## src/rtl/pic_pkg.sv

```systemverilog
// Shared definitions for the programmable interrupt controller: register map,
// spurious vector offset and a lowest-set-bit helper used by the encoders.
package pic_pkg;

  localparam int unsigned PIC_MAX_IRQ = 16;
  localparam int unsigned PIC_IDX_MAX_W = 5;

  localparam logic [1:0] PIC_PENDING = 2'd0;
  localparam logic [1:0] PIC_MASK    = 2'd1;
  localparam logic [1:0] PIC_MODE    = 2'd2;
  localparam logic [1:0] PIC_ISR     = 2'd3;

  // Spurious vector sits this far past the last real line (VECTOR_BASE+NUM_IRQ).
  localparam int unsigned PIC_SPURIOUS = 0;

  function automatic logic [PIC_IDX_MAX_W-1:0] pic_lowest_set(
    input logic [PIC_MAX_IRQ-1:0] vec
  );
    logic [PIC_IDX_MAX_W-1:0] idx;
    idx = PIC_IDX_MAX_W'(PIC_MAX_IRQ);
    for (int i = PIC_MAX_IRQ - 1; i >= 0; i--) begin
      if (vec[i]) idx = PIC_IDX_MAX_W'(i);
    end
    return idx;
  endfunction

endpackage

```

## src/rtl/pic_prio_enc.sv

```systemverilog
// Priority encoder: index of the lowest set request bit (bit 0 wins),
// or W when nothing is requesting.
module pic_prio_enc
  import pic_pkg::*;
#(
  parameter int unsigned W     = 8,
  parameter int unsigned IDX_W = $clog2(W + 1)
) (
  input  logic [W-1:0]     req_i,
  output logic [IDX_W-1:0] idx_o,
  output logic             valid_o
);

  logic [PIC_MAX_IRQ-1:0]   req_pad;
  logic [PIC_IDX_MAX_W-1:0] low_idx;

  assign req_pad = PIC_MAX_IRQ'(req_i);
  assign low_idx = pic_lowest_set(req_pad);
  assign valid_o = |req_i;
  assign idx_o   = valid_o ? IDX_W'(low_idx) : IDX_W'(W);

endmodule

```

## src/rtl/pic_controller.sv

```systemverilog
// Programmable interrupt controller: per-line mask and edge/level mode,
// pending/in-service tracking, nested priority, EOI and vectored acknowledge.
module pic_controller
  import pic_pkg::*;
#(
  parameter int unsigned NUM_IRQ     = 8,
  parameter int unsigned DATA_W      = 16,
  parameter int unsigned VECTOR_BASE = 0
) (
  input  logic              clk,
  input  logic              reset,
  input  logic [NUM_IRQ-1:0] irq,
  input  logic              sel,
  input  logic [1:0]        addr,
  input  logic              wr,
  input  logic [DATA_W-1:0] wdata,
  output logic [DATA_W-1:0] rdata,
  input  logic              intack,
  output logic [DATA_W-1:0] vector,
  output logic              INT
);

  localparam int unsigned IDX_W = $clog2(NUM_IRQ + 1);

  logic [NUM_IRQ-1:0] irq_q, irq_d;
  logic [NUM_IRQ-1:0] pend_q, pend_d;
  logic [NUM_IRQ-1:0] mask_q, mask_d;
  logic [NUM_IRQ-1:0] mode_q, mode_d;
  logic [NUM_IRQ-1:0] isr_q, isr_d;
  logic               int_q, int_d;

  logic [NUM_IRQ-1:0] wdata_n;
  logic               unused_wdata;
  logic               wr_pend, wr_mask, wr_mode, wr_isr;
  logic [NUM_IRQ-1:0] rise, pending, elig;
  logic [NUM_IRQ-1:0] hp_oh, hs_oh;
  logic [NUM_IRQ-1:0] ack_set, eoi_clr, w1c, mode_chg;
  logic [IDX_W-1:0]   hp_idx, hs_idx, vec_idx;
  logic               hp_valid, hs_valid;
  logic               int_raw, ack_ok;

  assign wdata_n      = wdata[NUM_IRQ-1:0];
  assign unused_wdata = ^wdata;

  // pend_q only ever holds edge-line latches; level lines follow irq_q directly.
  assign rise    = irq & ~irq_q & mode_q;
  assign pending = (pend_q & mode_q) | (irq_q & ~mode_q);
  assign elig    = pending & ~mask_q;

  pic_prio_enc #(
    .W     (NUM_IRQ),
    .IDX_W (IDX_W)
  ) u_hp_enc (
    .req_i   (elig),
    .idx_o   (hp_idx),
    .valid_o (hp_valid)
  );

  pic_prio_enc #(
    .W     (NUM_IRQ),
    .IDX_W (IDX_W)
  ) u_hs_enc (
    .req_i   (isr_q),
    .idx_o   (hs_idx),
    .valid_o (hs_valid)
  );

  assign int_raw = hp_valid & (hp_idx < hs_idx);
  assign ack_ok  = intack & int_raw;

  always_comb begin
    hp_oh = '0;
    hs_oh = '0;
    for (int i = 0; i < int'(NUM_IRQ); i++) begin
      hp_oh[i] = (hp_idx == IDX_W'(i));
      hs_oh[i] = (hs_idx == IDX_W'(i));
    end
  end

  // Register write decode and next-state; intack sees the pre-write state.
  always_comb begin
    wr_pend  = sel & wr & (addr == PIC_PENDING);
    wr_mask  = sel & wr & (addr == PIC_MASK);
    wr_mode  = sel & wr & (addr == PIC_MODE);
    wr_isr   = sel & wr & (addr == PIC_ISR);

    ack_set  = ack_ok ? hp_oh : '0;
    eoi_clr  = (wr_isr & hs_valid) ? hs_oh : '0;
    w1c      = wr_pend ? wdata_n : '0;
    mode_chg = wr_mode ? (wdata_n ^ mode_q) : '0;

    irq_d    = irq;
    pend_d   = (rise | (pend_q & ~w1c & ~ack_set)) & ~mode_chg;
    mask_d   = wr_mask ? wdata_n : mask_q;
    mode_d   = wr_mode ? wdata_n : mode_q;
    isr_d    = (isr_q & ~eoi_clr) | ack_set;
    int_d    = int_raw & ~ack_ok;
  end

  always_ff @(posedge clk) begin
    if (reset) begin
      irq_q  <= '0;
      pend_q <= '0;
      mask_q <= '1;
      mode_q <= '0;
      isr_q  <= '0;
      int_q  <= 1'b0;
    end else begin
      irq_q  <= irq_d;
      pend_q <= pend_d;
      mask_q <= mask_d;
      mode_q <= mode_d;
      isr_q  <= isr_d;
      int_q  <= int_d;
    end
  end

  assign INT = int_q;

  assign vec_idx = int_raw ? hp_idx : IDX_W'(NUM_IRQ + PIC_SPURIOUS);

  always_comb begin
    vector = DATA_W'(VECTOR_BASE);
    if (!reset) vector = DATA_W'(VECTOR_BASE) + DATA_W'(vec_idx);
  end

  always_comb begin
    rdata = '0;
    case (addr)
      PIC_PENDING: rdata = DATA_W'(pending);
      PIC_MASK:    rdata = DATA_W'(mask_q);
      PIC_MODE:    rdata = DATA_W'(mode_q);
      default:     rdata = DATA_W'(isr_q);
    endcase
  end

endmodule

```

## config.mk

```make
export PLATFORM = sky130hd
export DESIGN_NAME = pic_controller
export DESIGN_NICKNAME = d
export VERILOG_FILES = /design/src/rtl/pic_pkg.sv /design/src/rtl/pic_prio_enc.sv /design/src/rtl/pic_controller.sv
export SDC_FILE = /design/constraint.sdc
export NUM_CORES = 1
export LEC_CHECK = 0
export CAP_MARGIN = 40
export CORE_ASPECT_RATIO = 2
export CORE_UTILIZATION = 29
export CTS_BUF_LIST = sky130_fd_sc_hd__clkbuf_2
export DETAILED_ROUTE_END_ITERATION = 8
export PLACE_DENSITY = 0.48
export SYNTH_ARGS = -nofsm -noshare
export SYNTH_HDL_FRONTEND = slang
export SYNTH_SLANG_ARGS = --single-unit
```

## constraint.sdc

```tcl
create_clock -name clk -period 4.5 [get_ports clk]
set_input_delay 0.45 -clock clk [delete_from_list [all_inputs] [get_ports clk]]
set_output_delay 0.45 -clock clk [all_outputs]
set_load 0.01 [all_outputs]
```

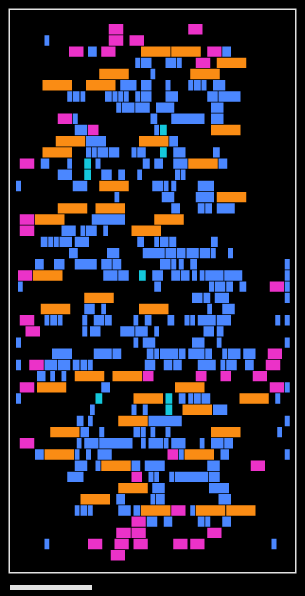
run_1/cell_classes.png
The bar under the picture is 20 microns long.
Orange marks flops, cells 41, share of their area 28%. Cyan marks clock drivers and dummy loads, cells 8, share of their area 1.4%. Magenta marks other buffers and delay cells, cells 41, share of their area 13%. Blue marks all other logic, cells 259, share of their area 57%.

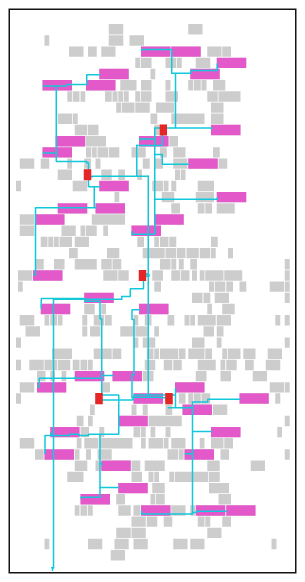
run_1/clock_map.png
Red marks cells driving clock nets, count 5. Cyan marks clock wires, length 650 microns. Magenta marks flip-flops, count 41.
There are 6 routed clock nets.

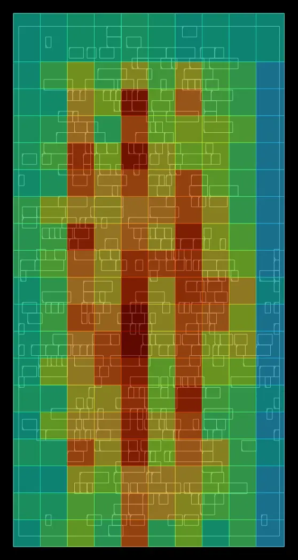
run_1/final_congestion.png
fraction of met2 tracks used by global routing: 0.344
met1 track utilization from global routing: 0.171

==> commit_impl_results.txt, run 1 <==
Record implementation results from latest flow run

* Crit path max fanout: 5
- Biggest combinational cell group after synthesis: AND-OR/OR-AND gates
- The finished layout reports a core utilization of 0.353.
- In this run, synthesis inferred 0 flip-flops with an integrated enable.
- Data on the critical path arrives at its endpoint at 3.74 ns.
- The worst-case IR drop observed on VDD is 0.144 mV.
* Wire length per cell after detailed routing: 17.7 microns
* Leakage power: around 1.1 nW
* Starting density of the core: 0.302
- The biggest area contributor in the post-synthesis netlist is sky130_fd_sc_hd__dfxtp_1.
* I/O pin count: 64
* Outcome: complete, no violations
- CP Capture Point: vector[2]
- Sequential Power Share: 0.544
* Total power after layout: 0.000698 W
* Minimum clock period: roughly 4.2 ns
* Area share of fa/ha/maj cells after synthesis: 0.0143
- Crit path max-delay cell type: sky130_fd_sc_hd__clkdlybuf4s50_1
- Worst Setup Slack, final: 0.306 ns
- Number of post-CTS setup repair buffers: 0
- Static timing analysis puts the maximum clock frequency at roughly 240 MHz.
- Count leader, synth: sky130_fd_sc_hd__nand2_1
* Highest cell delay on the worst timing path: 0.60 ns
* Mean post-synth cell area: 8.42 sq um
* Top cells by instance count after synthesis: sky130_fd_sc_hd__nand2_1 (42), sky130_fd_sc_hd__dfxtp_1 (41), sky130_fd_sc_hd__buf_4 (20)
* Worst Path Required: 4.05 ns
* Critical Setup Path Class: reg -> out
* Pins over their slew limit: 0
- Number of placement rows: 48
- Of the total synthesized cell area, the portion taken by XOR and XNOR cells is 0.0233.
- TritonCTS built the clock tree.
- Once layout is done, the placed cells without fillers occupy 3070 sq um.
- Along the worst hold path, the cell count comes to 2.
* Combinational group power: 0.000145 W
* Comb. cell area: 1620 sq um
* Tally of OpenROAD warnings: 34
- STA classifies the critical path startpoint as a flop.
* Layout overhead on the synthesized area: 17.0%
- First-pass GRT wire length: 12.5 mm
- The worst register-to-register path begins at mode_q[0].
* Worst R2R Path Depth: 10
* DRC violation total after the first TritonRoute iteration: 98
- Final GP Congestion: 0.913
* Aoi share: 0.255
- Critical Path Sink Type: output port
* Synth Area in Simple Gates: 0.200
* Number of antenna violations at the first check in global routing: 1
- The number of global-route vias before repair came to 2400.
* Register-to-register setup slack: between 1 and 1.5 ns
* Sinks on Clock Net: 41
* Hold Fails Final Rpt: 0
- Buffers plus inverters on the worst setup path: 1
* Detailed-router iteration count before antenna repair: 4
- On the final layout, the worst hold slack is 0.496 ns.
* Max-cap viol count: 0
- The endpoint identified for the worst register-to-register timing path is pend_q[5].
- The STA report counts the stages on the worst setup path as 9.
- Kind of cell adding the most delay to the critical path: simple AND/OR/NAND/NOR gates
- Leaving out fill and tap cells, the most frequent cells in the layout are sky130_fd_sc_hd__nand2_1 (42), sky130_fd_sc_hd__dfxtp_1 (41), sky130_fd_sc_hd__clkdlybuf4s50_1 (35), sky130_fd_sc_hd__conb_1 (20).
- Per the detail_route report, the via count comes to 2423.
- Die height: ~140 microns
- Yosys reported a register bit count of 41.
## run 1: layout make-up
cell class,instances,area share
antenna,1,0.000814
clock buffer,8,0.0130
inverter,20,0.0244
multi-input combinational,239,0.525
sequential,41,0.267
tap,100,0.0407
timing repair buffer,41,0.129
## run 1: metal layers
metal | vias up | wire (microns)
met4 | 0 | 279
met1 | 1166 | 3050
met2 | 70 | 4410
met5 | - | 0
li1 | 1172 | -
met3 | 15 | 213
## run 1: worst min-delay path, cell delays in order (launching register included)
cell,delay (ns)
sky130_fd_sc_hd__dfxtp_1,0.37
sky130_fd_sc_hd__nand3_1,0.07
sky130_fd_sc_hd__o21ai_1,0.05
## run 1: flip-flops by register name, indices dropped and copies added, names as in the netlist
register	cells
INT	1
isr_q	8
mode_q	8
mask_q	8
irq_q	8
pend_q	8
run_1/pdn.png
Pins as bars on the die edge. Tap cells in grey.
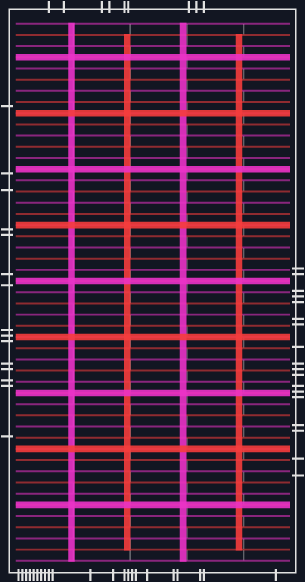

==> run 1 -> run 2 <==
--- a/config.mk
+++ b/config.mk
@@ -6,7 +6,6 @@
 export NUM_CORES = 1
 export LEC_CHECK = 0
 export CAP_MARGIN = 40
-export CORE_ASPECT_RATIO = 2
 export CORE_UTILIZATION = 29
 export CTS_BUF_LIST = sky130_fd_sc_hd__clkbuf_2
 export DETAILED_ROUTE_END_ITERATION = 8
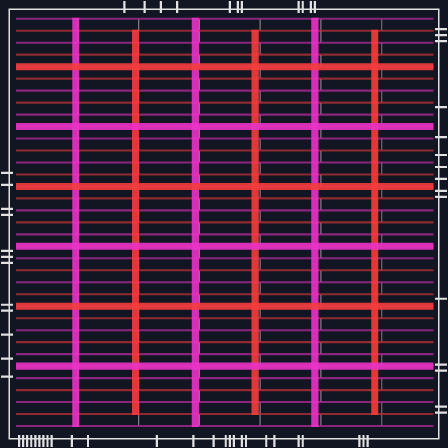
run_2/pdn.png
Pins as bars on the die edge. Tap cells in grey.
Magenta marks VSS. Red marks VDD.
6 straps on met5. The core has 34 rows. 64 signal pins sit on the boundary. 108 tap cells. 6 straps on met4.

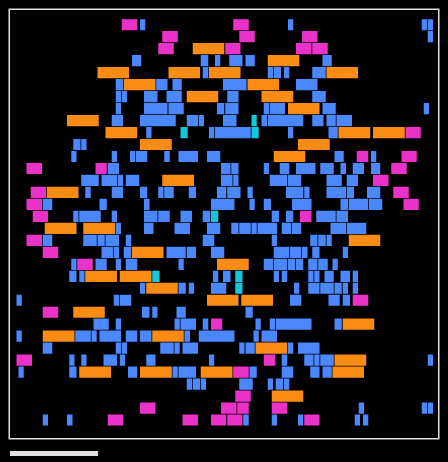
run_2/cell_classes.png
The bar under the picture is 20 microns long.
Magenta marks other buffers and delay cells, cells 41, share of their area 13%. Cyan marks clock drivers and dummy loads, cells 7, share of their area 1.1%. Blue marks all other logic, cells 259, share of their area 57%. Orange marks flops, cells 41, share of their area 28%.

==> run 2 against run 1 <==
Against the previous run: count of clock-buffer cells in the layout is 2 lower; first-iteration DRC count is 30% higher; clock power shrank about 10%; total power decreased by 3.3%; sequential power is essentially flat; sequential share of layout area about the same; setup slack improved by 0.027 ns; core utilization fell by 0.21 points; final cell count grew 1.3%; routed wire length shrank 9.3%.
==> commit_impl_results.txt, run 2 <==
Record implementation results from latest flow run

- Highest-count cells in the layout ignoring fill and taps: sky130_fd_sc_hd__nand2_1 (42), sky130_fd_sc_hd__dfxtp_1 (41), sky130_fd_sc_hd__clkdlybuf4s50_1 (35), sky130_fd_sc_hd__conb_1 (20)
* CP Capture Point: vector[0]
* Reg-to-Reg Start: mode_q[3]
* Count leader, synth: sky130_fd_sc_hd__nand2_1
* R2R Path End: pend_q[5]
- Crit path max-delay cell type: sky130_fd_sc_hd__clkdlybuf4s50_1
- STA classifies the critical path endpoint as an output port.
* Number of antenna violations at the first check in global routing: 0 (-1)
- Worst Setup Slack, final: 0.333 ns (+0.0271 ns)
- The length of routed met2 wiring came to 3.32 mm (-25%).
* Count of flip-flops with a built-in enable after synthesis: 0 (unchanged)
- The flop and latch count out of synthesis is 41 (unchanged).
- The data required time of the critical path was 4.05 ns (about the same).
* Sequential Power Share: 0.562 (+0.018)
- Leakage power: 1.13 nW (-0.63%)
* Final Cell Area: 3080 sq um (about the same)
* Total power after layout: 0.000675 W (-3.3%)
- Cell count along the critical path: 11 (+2)
* Antenna fix cells: 0 (-1)
- The met3 routed wirelength is 293 microns (+38%).
- The number of max-capacitance violations reported came to 0 (unchanged).
- Kind of start point of the critical path: flop
- Highest cell delay on the worst timing path: 0.57 ns (-0.03 ns)
- sky130_fd_sc_hd__dfxtp_1 takes more of the synthesized area than any other cell.
- Die height: 97.2 microns (-29%)
* Wire length per cell after detailed routing: 15.8 microns (-11%)
- The hold violation total from the final report is 0 (unchanged).
* Sinks on Clock Net: 41 (unchanged)
* Outcome: complete, no violations
- Tally of OpenROAD warnings: 34 (unchanged)
- The I/O pin count was 64 (unchanged).
* Layout overhead on the synthesized area: 17.0% (about the same)
- The data arrival time at the worst-slack endpoint came to 3.72 ns (-0.02 ns).
- The shortest period the worst path allows came to 4.17 ns (-0.0271 ns).
- In this run the top signal layer used is met4.
- Combinational group power: 0.000141 W (-3%)
- Met1 track utilization from global routing: 0.216 (+0.0443)
- The number of buffers and inverters on the critical path came to 2 (+1).
* Length of routed wiring on met1: 3.49 mm (+14%)
- The total number of placement rows came to 34 (-29%).
- The number of violations reported at the end of detailed-routing iteration 0 is 127 (+30%).
- The core occupancy in the finished layout came to 0.351 (-0.00208).
- The final-layout worst hold slack came to 0.501 ns (+0.00479 ns).
* Mean post-synth cell area: 8.42 sq um (unchanged)
- Detailed-router iteration count before antenna repair: 4 (unchanged)
* Top cells by instance count after synthesis: sky130_fd_sc_hd__nand2_1 (42), sky130_fd_sc_hd__dfxtp_1 (41), sky130_fd_sc_hd__buf_4 (20)
==> run 2: cell counts after synthesis <==
No cell type changed its count.
==> run 2: cells by family after synthesis <==
| logic type | Yosys count | synth area share |
|---|---|---|
| other | 1 | 0.00143 |
| adder cells (fa/ha/maj) | 3 | 0.0143 |
| AND-OR/OR-AND | 90 | 0.255 |
| multiplexers | 16 | 0.0929 |
| flip-flops | 41 | 0.312 |
| AND/OR/NAND/NOR | 103 | 0.200 |
| XOR/XNOR | 7 | 0.0233 |
| buffers and inverters | 51 | 0.101 |
==> run 2: layout make-up <==
class	count	area (sq um)	area share
Clock buffer	6	30.0	0.00976
Multi-Input combinational cell	239	1620	0.525
Timing Repair Buffer	41	395	0.129
Sequential cell	41	821	0.267
Inverter	20	75.1	0.0244
Clock inverter	1	3.75	0.00122
Tap cell	108	135	0.0439
No activity file was given, so power comes from the tool's default toggle rates.
